## src/rtl/pc_fetch_pkg.sv

```systemverilog
// Shared types and constants for the IF-stage program counter / fetch unit.
package pc_fetch_pkg;

   typedef enum logic [1:0] {PC_BOOT, PC_RUN, PC_HALT} pc_state_t;

   localparam int DEFAULT_INST_BYTES = 4;

endpackage

```

## src/rtl/pc_next_sel.sv

```systemverilog
// Next-PC priority mux: trap > redirect > sequential fire > hold.
// Build option PC_MISALIGN_TRAP_EN: a misaligned redirect target is refused
// (pc holds and misalign is raised) instead of being silently aligned.
module pc_next_sel #(
   parameter int XLEN       = 32,
   parameter int INST_BYTES = 4
) (
   input  logic [XLEN-1:0] pc,
   input  logic            fire,
   input  logic            redirect_valid,
   input  logic [XLEN-1:0] redirect_target,
   input  logic            trap_valid,
   input  logic [XLEN-1:0] trap_vector,
`ifdef PC_MISALIGN_TRAP_EN
   output logic            misalign,
`endif
   output logic            flush,
   output logic [XLEN-1:0] pc_next
);

   localparam logic [XLEN-1:0] STEP = XLEN'(INST_BYTES);

`ifndef PC_MISALIGN_TRAP_EN
   logic [XLEN-1:0] target_aligned;
   assign target_aligned = {redirect_target[XLEN-1:2], 2'b00};
`endif

   // Select the next PC; any trap or redirect also flushes the IF output
   always_comb begin
      pc_next = pc;
      flush   = trap_valid | redirect_valid;
`ifdef PC_MISALIGN_TRAP_EN
      misalign = 1'b0;
      if (trap_valid) begin
         pc_next = trap_vector;
      end else if (redirect_valid) begin
         if (redirect_target[1:0] != 2'b00) begin
            misalign = 1'b1;
         end else begin
            pc_next = redirect_target;
         end
      end else if (fire) begin
         pc_next = pc + STEP;
      end
`else
      if (trap_valid) begin
         pc_next = trap_vector;
      end else if (redirect_valid) begin
         pc_next = target_aligned;
      end else if (fire) begin
         pc_next = pc + STEP;
      end
`endif
   end

endmodule

```

## src/rtl/pc_fetch_unit.sv

```systemverilog
// Program counter and instruction-fetch request generator for the IF stage.
// Build option PC_MISALIGN_TRAP_EN adds misalign_exc / misalign_addr outputs.
module pc_fetch_unit
   import pc_fetch_pkg::*;
#(
   parameter int              XLEN         = 32,
   parameter logic [XLEN-1:0] RESET_VECTOR = '0,
   parameter int              INST_BYTES   = DEFAULT_INST_BYTES
) (
   input  logic            clk,
   input  logic            reset,
   input  logic            stall,
   input  logic            redirect_valid,
   input  logic [XLEN-1:0] redirect_target,
   input  logic            trap_valid,
   input  logic [XLEN-1:0] trap_vector,
   input  logic            halt,
   input  logic            resume,
   output logic            imem_req_valid,
   input  logic            imem_req_ready,
   output logic [XLEN-1:0] imem_addr,
   output logic [XLEN-1:0] if_pc,
   output logic            if_valid,
`ifdef PC_MISALIGN_TRAP_EN
   output logic            misalign_exc,
   output logic [XLEN-1:0] misalign_addr,
`endif
   output logic            halted
);

   pc_state_t       state_reg;
   logic [XLEN-1:0] pc_reg;
   logic [XLEN-1:0] pc_next;
   logic [XLEN-1:0] if_pc_reg;
   logic            if_valid_reg;
   logic            halted_reg;
   logic            fire;
   logic            flush;
`ifdef PC_MISALIGN_TRAP_EN
   logic            misalign;
   logic            misalign_exc_reg;
   logic [XLEN-1:0] misalign_addr_reg;
`endif

   // Requests only go out in RUN and are withheld during a hazard stall;
   // the address is the PC register itself, so it cannot move until fire/redirect
   assign imem_req_valid = (state_reg == PC_RUN) & ~stall;
   assign fire           = imem_req_valid & imem_req_ready;
   assign imem_addr      = pc_reg;
   assign if_pc          = if_pc_reg;
   assign if_valid       = if_valid_reg;
   assign halted         = halted_reg;
`ifdef PC_MISALIGN_TRAP_EN
   assign misalign_exc   = misalign_exc_reg;
   assign misalign_addr  = misalign_addr_reg;
`endif

   pc_next_sel #(
      .XLEN       (XLEN),
      .INST_BYTES (INST_BYTES)
   ) u_next_sel (
      .pc              (pc_reg),
      .fire            (fire),
      .redirect_valid  (redirect_valid),
      .redirect_target (redirect_target),
      .trap_valid      (trap_valid),
      .trap_vector     (trap_vector),
`ifdef PC_MISALIGN_TRAP_EN
      .misalign        (misalign),
`endif
      .flush           (flush),
      .pc_next         (pc_next)
   );

   // Run-control FSM: one BOOT cycle, then RUN/HALT; halted is a registered copy
   always_ff @(posedge clk or negedge reset) begin
      if (!reset) begin
         state_reg  <= PC_BOOT;
         halted_reg <= 1'b0;
      end else begin
         case (state_reg)
            PC_BOOT: begin
               state_reg  <= PC_RUN;
               halted_reg <= 1'b0;
            end
            PC_RUN: begin
               if (halt) begin
                  state_reg  <= PC_HALT;
                  halted_reg <= 1'b1;
               end
            end
            PC_HALT: begin
               if (resume) begin
                  state_reg  <= PC_RUN;
                  halted_reg <= 1'b0;
               end
            end
            default: begin
               state_reg  <= PC_BOOT;
               halted_reg <= 1'b0;
            end
         endcase
      end
   end

   // PC register; redirects and traps load regardless of run state or stall
   always_ff @(posedge clk or negedge reset) begin
      if (!reset) begin
         pc_reg <= RESET_VECTOR;
      end else begin
         pc_reg <= pc_next;
      end
   end

   // IF/ID handoff: flush beats a new fetch, stall freezes, otherwise bubble
   always_ff @(posedge clk or negedge reset) begin
      if (!reset) begin
         if_pc_reg    <= '0;
         if_valid_reg <= 1'b0;
      end else if (flush) begin
         if_valid_reg <= 1'b0;
      end else if (fire) begin
         if_pc_reg    <= pc_reg;
         if_valid_reg <= 1'b1;
      end else if (!stall) begin
         if_valid_reg <= 1'b0;
      end
   end

`ifdef PC_MISALIGN_TRAP_EN
   // One-cycle exception pulse with the refused target captured for the trap handler
   always_ff @(posedge clk or negedge reset) begin
      if (!reset) begin
         misalign_exc_reg  <= 1'b0;
         misalign_addr_reg <= '0;
      end else begin
         misalign_exc_reg <= misalign;
         if (misalign) begin
            misalign_addr_reg <= redirect_target;
         end
      end
   end
`endif

endmodule

```

## config.mk

```make
export PLATFORM = sky130hd
export DESIGN_NAME = pc_fetch_unit
export DESIGN_NICKNAME = d
export VERILOG_FILES = /design/src/rtl/pc_fetch_pkg.sv /design/src/rtl/pc_next_sel.sv /design/src/rtl/pc_fetch_unit.sv
export SDC_FILE = /design/constraint.sdc
export NUM_CORES = 1
export LEC_CHECK = 0
export ABC_CLOCK_PERIOD_IN_PS = 2100
export CORE_ASPECT_RATIO = 0.7
export CORE_UTILIZATION = 40
export CTS_CLUSTER_SIZE = 14
export DETAILED_ROUTE_END_ITERATION = 8
export PLACE_DENSITY_LB_ADDON = 0.15
export SLEW_MARGIN = 20
export SYNTH_ARGS = -nofsm -noshare
export SYNTH_HDL_FRONTEND = slang
export SYNTH_SLANG_ARGS = --single-unit
```

## constraint.sdc

```tcl
create_clock -name clk -period 2.1 [get_ports clk]
set_input_delay 0.42 -clock clk [delete_from_list [all_inputs] [get_ports clk]]
set_output_delay 0.42 -clock clk [all_outputs]
set_load 0.03 [all_outputs]
```

Figure 1. Wiring by layer (run 1).
Bar = 20 um.
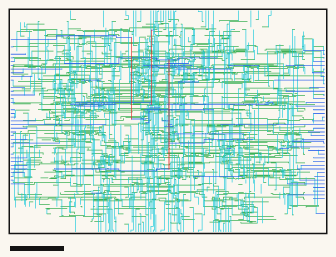
Cyan is met2, wire length 5090 um. Green is met1, wire length 5450 um. Red is met4, wire length 97.2 um. Blue is met3, wire length 908 um.

Figure 2. Layout detail (run 1).
Bar = 5 um. Window x 48 to 68, y 47 to 67 um. Cells in grey, sequential cells in the stronger grey; small squares are vias.
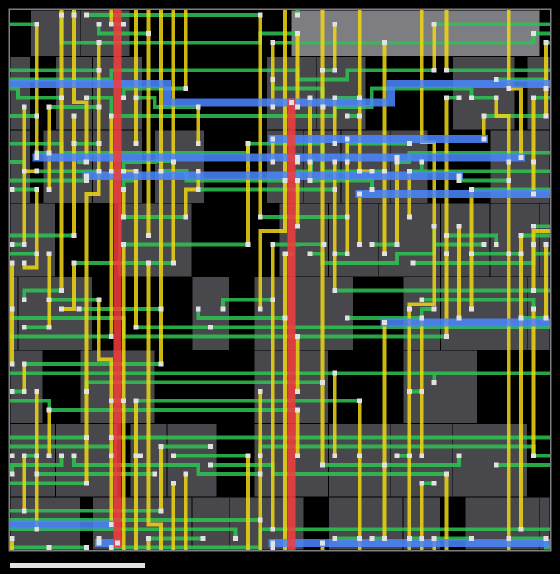
Red is met4. Yellow is met2. Blue is met3. Green is met1.
45 logic cells have their middle in the window. Sequential cells in the window: 1. Netlist names of flops here include imem_addr (1). Most frequent: buf_4 (10), a21oi_1 (6), nand2_1 (5).

==> results.py, run 1 <==
# Auto-generated metrics
metrics = {
    "status": {
        "status": "finished clean",
    },
    "placed_design": {
        "hpwl_um": 8700,
        "dp_slack_ns": -0.122,
        "place.gp.congestion": 0.838,
        "placed_area_um2": 5440,
        "portBuffers": 136,
        "dp_cells": 644,
    },
    "clocking": {
        "cts_root_buffer": "clkbuf_16",
        "path_clk_slew_ns": 0.05,
        "cts_buffers": 9,
        "cts_tree": "built",
        "cts.repair.resized": 0,
        "hold_buffers": 0,
        "cts_max_path_buffers": 2,
        "htreeDepth": 3,
        "cts_num_sinks": 68,
        "clk_latency_ns": 0.34,
    },
    "job": {
        "cap_violations": 0,
        "openroad.warnings": 28,
    },
    "route": {
        "viasPerCell": 5.36,
        "vias": 3538,
        "post_drt_wl_per_cell_um": 17.5,
        "antenna_left": 0,
        "wl_met1_um": 5450,
        "dr.pass1.iters": 5,
        "top_layer": "met4",
        "routed_wl_um": 11500,
        "wl_met3_um": 908,
        "route.detailed.drc": 0,
    },
    "power_and_ir_drop": {
        "ir_drop_mv": 0.695,
        "clockPowerShare": 0.228,
        "p_leak_uw": 0.00239,
        "swShare": 0.369,
        "p_comb_uw": 2500,
        "p_seq_uw": 1960,
        "p_int_uw": 3650,
        "power_leader": "combinational logic",
        "power_frac_seq": 0.340,
        "power_density_nw_per_um2": 1010,
        "clock_net_power_uw": 1320,
    },
    "yosys": {
        "ys_cells": 359,
        "yosysTopAreaCell": "dfrtp_1",
        "synth.distinct_cells": 55,
        "async_flop_share": 1.00,
        "top_cells_by_count": "dfrtp_1 (68), nand2_1 (36), mux2_2 (28)",
        "ff_type": "dfrtp_1",
        "synth.avg_cell_area_um2": 10.2,
        "syn_area_um2": 3650,
        "syn-num-nets": 432,
        "syn_inst": 359,
        "ys_seq_elements": 68,
        "top_area_frac": 0.467,
        "postSynthSeqShare": 0.467,
    },
    "global_routing": {
        "grt_overflow": 0,
        "grt_util_met3": 0.0804,
        "use_met1": 0.357,
        "grt_pass1_vias": 3415,
        "grt_usage": 0.260,
        "use_met2": 0.399,
        "grt_max_degree": 36,
        "antenna_found_initial": 0,
    },
    "cells_and_area": {
        "syn2layout_area_growth_pct": 56.7,
        "final-seq-area_um2": 1700,
        "buffers": 187,
        "num_antenna_cells": 0,
        "drive_above_1_share": 0.204,
        "clk_share": 0.0440,
        "stdcell_count": 660,
        "nonClkBufAreaFrac": 0.311,
        "fillers": 743,
        "post-route-util": 0.660,
        "dominant_cells": "logic gates",
        "comb_share": 0.315,
        "lay_top_count": "clkdlybuf4s50_1",
        "logic_gates": 262,
        "nets": 609,
        "ff_count": 68,
        "nNonClkInverters": 8,
        "nClkBuffers": 12,
        "final_design_area_no_fill_um2": 5710,
        "logic_area_um2": 1800,
        "sh_seq_area": 0.298,
    },
    "setup_path": {
        "start_kind": "flop",
        "crit_required_ns": 1.68,
        "cp.depth": 2,
        "crit_family": "buffers and inverters",
        "cpPeakStageDelay_ns": 0.68,
        "r2r_setup_slack_ns": 0.12,
        "crit_chain": "buf_4, clkdlybuf4s50_1",
        "cp_slowest_cell": "clkdlybuf4s50_1",
        "cp_max_fo": 7,
        "cp-startpoint": "imem_addr[5]",
        "timing.rr.start": "imem_addr[2]",
        "crit_type": "flop to output pin",
        "crit_path_end_kind": "output pin",
        "cp.arrival_ns": 1.60,
        "ff2ff_path_depth": 6,
        "r2r_end": "imem_addr[30]",
        "cp_num_buf_inv": 2,
    },
    "sta": {
        "fin_hold_ws_ns": 0.0455,
        "setup_viol": 0,
        "hold_viol_final": 0,
        "rsz0062_at_grt": "no",
        "maxSlewViolCount": 0,
        "fmax_mhz": 495,
        "min_period_ns": 2.02,
        "skew_ns": 0.00399,
        "fin_ws_ns": 0.0779,
        "slew_headroom": 0.671,
        "finalClockPeriodUsage": 0.963,
        "worst-slew-pin-transition_ns": 0.494,
        "fin_setup_tns_ns": 0,
    },
    "die": {
        "die-area_um2": 9510,
        "die_h_um": 81.9,
        "fp_util": 0.421,
        "num_rows": 28,
        "core_um2": 8650,
    },
    "hold_path": {
        "hold_class": "primary input to asynchronous set/reset pin",
    },
}
Figure 3. Gate families picked out (run 1).
Bar = 20 um.
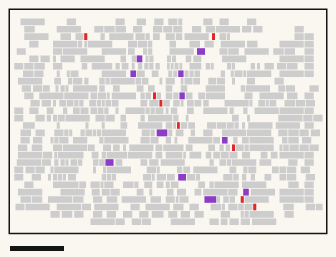
Purple is AND and OR gates, cells 11. Red is inverters, cells 8.

-- run 1: worst register-to-register path: stages, from the launching register on --
cell     delay (ns)
dfrtp_2        0.36
ha_2           0.21
nand4_4        0.15
or4_4          0.57
nor4_4         0.19
o21ai_1        0.09
a221o_1        0.30
-- run 1: cell families (layout without fill, tap and decap cells) --
| group | Yosys count | after routing | share of synthesized area |
|---|---|---|---|
| adder cells (fa/ha/maj) | 1 | 1 | 0.00343 |
| flip-flops | 68 | 68 | 0.467 |
| XOR/XNOR | 20 | 20 | 0.0480 |
| buffers and inverters | 29 | 210 | 0.0432 |
| AND-OR/OR-AND | 95 | 95 | 0.165 |
| AND/OR/NAND/NOR | 115 | 115 | 0.178 |
| multiplexers | 31 | 31 | 0.0947 |
==> run 2: changes to the inputs <==
--- a/config.mk
+++ b/config.mk
@@ -10,8 +10,7 @@
 export CORE_UTILIZATION = 40
 export CTS_CLUSTER_SIZE = 14
 export DETAILED_ROUTE_END_ITERATION = 8
-export PLACE_DENSITY_LB_ADDON = 0.15
-export SLEW_MARGIN = 20
+export PLACE_DENSITY = 0.75
 export SYNTH_ARGS = -nofsm -noshare
 export SYNTH_HDL_FRONTEND = slang
 export SYNTH_SLANG_ARGS = --single-unit
Figure 4. Layout detail (run 2).
Bar = 5 um. Window x 48 to 68, y 47 to 67 um. Cells in grey, sequential cells in the stronger grey; small squares are vias.
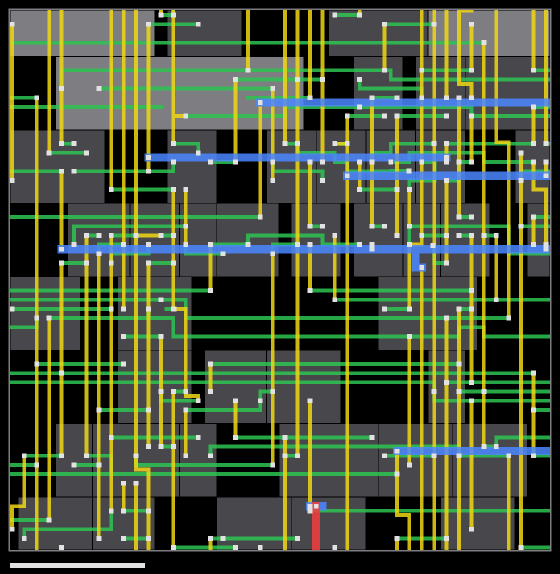
Red is met4. Blue is met3. Yellow is met2. Green is met1.
Most frequent: buf_4 (9), o21ai_0 (5), a21oi_1 (5). Netlist names of flops here include if_pc (1), imem_addr (1). Sequential cells in the window: 2. 40 logic cells have their middle in the window.

==> run 2 against run 1 <==
Against the previous run: clock power is about 30% higher; design area is 0.85% higher; critical path depth stayed put; sequential power hardly changed.
==> results.py, run 2 <==
# Auto-generated metrics
metrics = {
    "setup_path": {
        "r2r_setup_slack_ns": 0.07,
        "crit_type": "flop to output pin",
        "timing.rr.start": "imem_addr[3]",
        "crit_path_end_kind": "output pin",
        "crit_required_ns": 1.68,
        "cp.arrival_ns": 1.61,
        "ff2ff_path_depth": 6,
        "r2r_end": "imem_addr[30]",
        "start_kind": "flop",
        "cp-startpoint": "imem_addr[12]",
    },
    "clocking": {
        "cts_max_path_buffers": 2,
        "hold_buffers": 0,
        "htreeDepth": 3,
        "cts.repair.resized": 0,
        "cts_buffers": 9,
        "path_clk_slew_ns": 0.06,
        "cts_num_sinks": 68,
        "cts_tree": "built",
    },
    "power_and_ir_drop": {
        "p_leak_uw": 0.00239,
        "swShare": 0.358,
        "power_leader": "combinational logic",
        "power_density_nw_per_um2": 1070,
        "power_frac_seq": 0.316,
        "clockPowerShare": 0.278,
        "p_comb_uw": 2500,
        "p_seq_uw": 1950,
        "ir_drop_mv": 0.728,
    },
    "route": {
        "route.detailed.drc": 0,
        "dr.pass1.iters": 5,
        "vias": 3546,
        "post_drt_wl_per_cell_um": 17.5,
        "routed_wl_um": 11500,
        "viasPerCell": 5.40,
    },
    "global_routing": {
        "antenna_found_initial": 0,
        "grt_overflow": 0,
        "grt_usage": 0.256,
        "grt_max_degree": 39,
        "grt_pass1_vias": 3456,
    },
    "yosys": {
        "netlist_logic_family_top": "simple AND/OR/NAND/NOR gates",
        "top_area_frac": 0.467,
        "synth.avg_cell_area_um2": 10.2,
        "ys_cells": 359,
        "synth.mux.area_fraction": 0.0947,
        "simple_gate_share": 0.178,
        "syn_area_um2": 3650,
        "yosysTopAreaCell": "dfrtp_1",
        "syn-num-nets": 432,
        "ys_seq_elements": 68,
        "syn_inst": 359,
        "postSynthSeqShare": 0.467,
        "ff_type": "dfrtp_1",
        "top_cells_by_count": "dfrtp_1 (68), nand2_1 (36), mux2_2 (28)",
    },
    "cells_and_area": {
        "num_antenna_cells": 0,
        "drive_above_1_share": 0.203,
        "final_design_area_no_fill_um2": 5760,
        "nets": 605,
        "syn2layout_area_growth_pct": 58.0,
    },
    "placed_design": {
        "dp_slack_ns": -0.0784,
        "dp_cells": 641,
        "hpwl_um": 8600,
        "place.gp.congestion": 0.846,
        "placed_area_um2": 5420,
        "portBuffers": 136,
    },
    "sta": {
        "fmax_mhz": 493,
        "rsz0062_at_grt": "no",
        "finalClockPeriodUsage": 0.966,
        "fin_hold_ws_ns": 0.0105,
        "fin_setup_tns_ns": 0,
        "skew_ns": 0.00734,
        "setup_viol": 0,
        "maxSlewViolCount": 0,
        "hold_viol_final": 0,
        "fin_ws_ns": 0.0708,
        "min_period_ns": 2.03,
        "slew_headroom": 0.650,
    },
    "die": {
        "die_h_um": 81.9,
        "die-area_um2": 9510,
        "fp_util": 0.421,
        "num_rows": 28,
        "core_um2": 8650,
    },
    "status": {
        "status": "finished clean",
    },
    "job": {
        "cap_violations": 0,
    },
}
Figure 5. Congestion heat map (run 2).
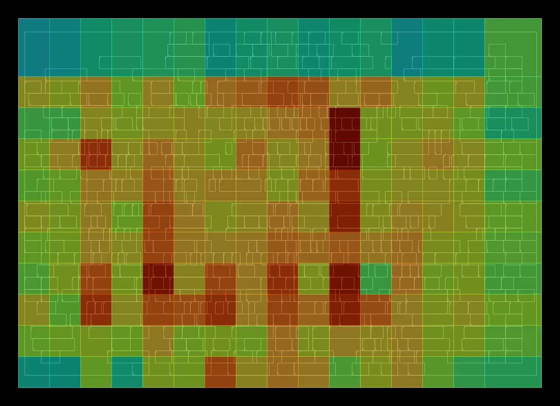
Core Util, Final: 0.666
met1 Usage GRT: 0.358

==> run 2: cell counts after synthesis <==
Identical to the previous run, type by type.
==> run 2: critical path: stages (launching register included) <==
cell and delay, ns:
dfrtp_1 0.44, buf_4 0.16, clkdlybuf4s50_1 0.66
==> run 2: cell type report <==
| class | instances | area, um2 |
|---|---|---|
| multi-input combinational | 262 | 1790 |
| timing repair buffer | 183 | 1750 |
| inverter | 8 | 30.0 |
| clock buffer | 11 | 253 |
| clock inverter | 5 | 83.8 |
| sequential | 68 | 1700 |
| fill | 712 | 2890 |
| tap | 120 | 150 |
==> run 2: layer usage <==
metal	global-route usage	wire length (um)	vias to the layer above
met5	0	0	-
met4	0.0744	133	0
met3	0.0576	828	14
met2	0.397	5030	156
met1	0.358	5500	1701
li1	-	-	1675
==> run 3: changes to the inputs <==
--- a/config.mk
+++ b/config.mk
@@ -5,12 +5,13 @@
 export SDC_FILE = /design/constraint.sdc
 export NUM_CORES = 1
 export LEC_CHECK = 0
+export ABC_AREA = 1
 export ABC_CLOCK_PERIOD_IN_PS = 2100
 export CORE_ASPECT_RATIO = 0.7
-export CORE_UTILIZATION = 40
+export CORE_UTILIZATION = 42
 export CTS_CLUSTER_SIZE = 14
 export DETAILED_ROUTE_END_ITERATION = 8
-export PLACE_DENSITY = 0.75
+export PLACE_DENSITY = 0.76
 export SYNTH_ARGS = -nofsm -noshare
 export SYNTH_HDL_FRONTEND = slang
 export SYNTH_SLANG_ARGS = --single-unit
==> run 3 against run 2 <==
Against the previous run: maximum frequency is 0.13% higher; core utilization is 2.6 points lower; register-to-register slack better by 0.21 ns; synthesized cell count is 66% higher; non-clock buffer count is 33 lower; sequential share of layout area is 0.94 points lower; flip-flop count stayed put; count of clock-buffer cells in the layout stayed put; global-route usage is 1.3 points higher; critical endpoint is now imem_addr[11]; largest power group unchanged.
==> results.py, run 3 <==
# Auto-generated metrics
metrics = {
    "clocking": {
        "cts_num_sinks": 68,
        "cts_tree": "built",
        "clk_latency_ns": 0.34,
        "cts_root_buffer": "clkbuf_16",
        "htreeDepth": 3,
        "cts_max_path_buffers": 2,
        "hold_buffers": 1,
        "cts.repair.resized": 0,
        "path_clk_slew_ns": 0.06,
        "cts_buffers": 9,
    },
    "route": {
        "antenna_left": 0,
        "routed_wl_um": 13000,
        "dr.pass1.iters": 5,
        "drt_iter0_drc": 411,
        "route.detailed.drc": 0,
        "vias": 4433,
        "post_drt_wl_per_cell_um": 15.1,
        "viasPerCell": 5.15,
    },
    "cells_and_area": {
        "num_antenna_cells": 0,
        "final-seq-area_um2": 1700,
        "final_design_area_no_fill_um2": 5940,
        "post-route-util": 0.640,
        "logic_gates": 467,
        "syn2layout_area_growth_pct": 44.5,
        "lay_top_count": "nand2_1",
        "nets": 805,
        "drive_above_1_share": 0.0760,
        "comb_share": 0.351,
        "nonClkBufAreaFrac": 0.257,
        "nNonClkInverters": 36,
        "dominant_cells": "logic gates",
        "final_cell_mix": "nand2_1 (249), clkdlybuf4s50_1 (133), nor2_1 (81)",
        "fillers": 822,
        "sh_seq_area": 0.286,
        "stdcell_count": 861,
        "buffers": 150,
        "ff_count": 68,
        "logic_area_um2": 2090,
        "nClkBuffers": 11,
        "clk_share": 0.0566,
    },
    "setup_path": {
        "cpPeakStageDelay_ns": 0.74,
        "crit_path_end_kind": "output pin",
        "crit_family": "buffers and inverters",
        "r2r_end": "imem_addr[20]",
        "crit_required_ns": 1.68,
        "r2r_setup_slack_ns": 0.28,
        "crit_chain": "clkdlybuf4s50_1",
        "cp.arrival_ns": 1.61,
        "cp_slowest_cell": "clkdlybuf4s50_1",
        "cp.depth": 1,
        "cp-startpoint": "imem_addr[11]",
        "timing.rr.start": "imem_addr[3]",
        "ff2ff_path_depth": 10,
        "crit_type": "flop to output pin",
        "start_kind": "flop",
        "cp_max_fo": 7,
        "worstSetupEndpoint": "imem_addr[11]",
        "cp_num_buf_inv": 1,
    },
    "yosys": {
        "netlist_logic_family_top": "simple AND/OR/NAND/NOR gates",
        "synth.distinct_cells": 32,
        "adder_share": 0.00304,
        "top_cells_by_count": "nand2_1 (249), nor2_1 (81), dfrtp_1 (68)",
        "edf_count": 0,
        "ys_cells": 595,
        "synth.avg_cell_area_um2": 6.91,
        "synth.mux.area_fraction": 0,
        "ys_seq_elements": 68,
        "ff_type": "dfrtp_1",
        "yosysTopAreaCell": "dfrtp_1",
        "syn_area_um2": 4110,
        "ys_sh_xor": 0.0128,
        "syn-num-nets": 668,
        "postSynthSeqShare": 0.414,
        "simple_gate_share": 0.391,
        "synth.cellmix.compoundShare": 0.101,
        "most_common_cell": "nand2_1",
        "syn_inst": 595,
        "top_area_frac": 0.414,
        "yosys_warnings": 0,
        "async_flop_share": 1.00,
    },
    "sta": {
        "min_period_ns": 2.03,
        "setup_viol": 0,
        "skew_ns": 0.00469,
        "fin_setup_tns_ns": 0,
        "maxSlewViolCount": 0,
        "worst-slew-pin-transition_ns": 0.385,
        "fmax_mhz": 493,
        "fin_hold_ws_ns": 0.471,
        "hold_viol_final": 0,
        "fin_ws_ns": 0.0733,
        "finalClockPeriodUsage": 0.965,
        "slew_headroom": 0.744,
        "rsz0062_at_grt": "no",
    },
    "power_and_ir_drop": {
        "ir_drop_mv": 0.590,
        "clock_net_power_uw": 1680,
        "p_sw_uw": 2530,
        "pwr-share-comb": 0.416,
        "swShare": 0.392,
        "p_comb_uw": 2690,
        "power_frac_seq": 0.325,
        "p_leak_uw": 0.00279,
        "power_leader": "combinational logic",
        "p_seq_uw": 2100,
        "p_total_uw": 6460,
        "power_density_nw_per_um2": 1090,
        "p_int_uw": 3930,
        "clockPowerShare": 0.260,
    },
    "placed_design": {
        "dp_slack_ns": 0.202,
        "portBuffers": 136,
        "dp_cells": 844,
        "place.gp.congestion": 0.909,
        "hpwl_um": 9760,
        "placed_area_um2": 5590,
    },
    "die": {
        "taps": 124,
        "die_h_um": 84.8,
        "die-area_um2": 10200,
        "io_pins": 139,
        "core_um2": 9290,
        "fp_util": 0.443,
        "fp.dieW_um": 120,
        "num_rows": 29,
    },
    "global_routing": {
        "grt_usage": 0.269,
        "grt_overflow": 0,
        "grt_pass1_vias": 4220,
        "antenna_found_initial": 0,
        "grt_max_degree": 49,
        "grt_first_pass_wirelength_um": 21000,
    },
    "hold_path": {
        "min_from": "if_pc[6]",
        "hold_class": "flop to flop",
        "whs_endpoint": "if_pc[6]",
        "hold_depth": 2,
    },
    "job": {
        "openroad.warnings": 28,
        "cap_violations": 0,
    },
    "status": {
        "status": "finished clean",
    },
}
-- run 3: cell count changes after synthesis, sizes merged, moves of 5 or more --
cell   before  now
nand3      13   38
nor3        8    0
nand4      15    1
inv         8   35
o21ai      26   33
xor2       11    2
nor2       19   92
nor4        5    0
a22oi      14    0
mux2       28    0
xnor2       9    4
nand2      36  255
-- run 3: kinds of logic after synthesis --
family	after synthesis
xor gates and xnor gates	6
AOI/OAI and AO/OA	72
DFF	68
adders and majority gates	1
buffers and inverters	60
and+or+nand+nor	388
-- run 3: routing by layer --
layer | wire, um | up-vias | part of all wire | GRT usage
li1 | - | 2150 | - | -
met1 | 6140 | 2041 | 0.47 | 0.390
met2 | 5590 | 220 | 0.43 | 0.403
met3 | 1100 | 22 | 0.085 | 0.0571
met4 | 204 | 0 | 0.016 | 0.0774
met5 | 0 | - | 0 | 0
Figure 6. Layout detail (run 3).
Bar = 5 um. Window x 50 to 70, y 49 to 69 um. Cells in grey, sequential cells in the stronger grey; small squares are vias.
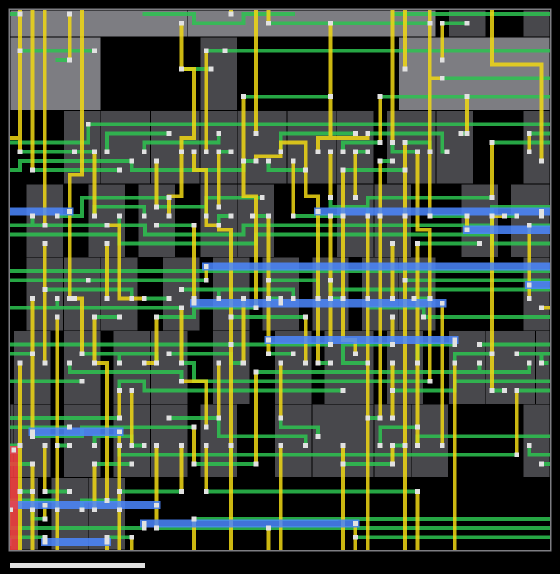
Green is met1. Blue is met3. Red is met4. Yellow is met2.
54 logic cells have their middle in the window. Most frequent: nand2_1 (25), nor2_1 (13), nand3_1 (8). Sequential cells in the window: 1. Netlist names of flops here include imem_addr (1).

Figure 7. Gate families picked out (run 3).
Bar = 20 um.
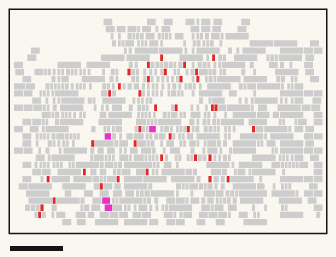
Red is inverters, cells 36. Magenta is AND-OR and OR-AND gates, cells 4.

Power is estimated from default activity; no workload was simulated.
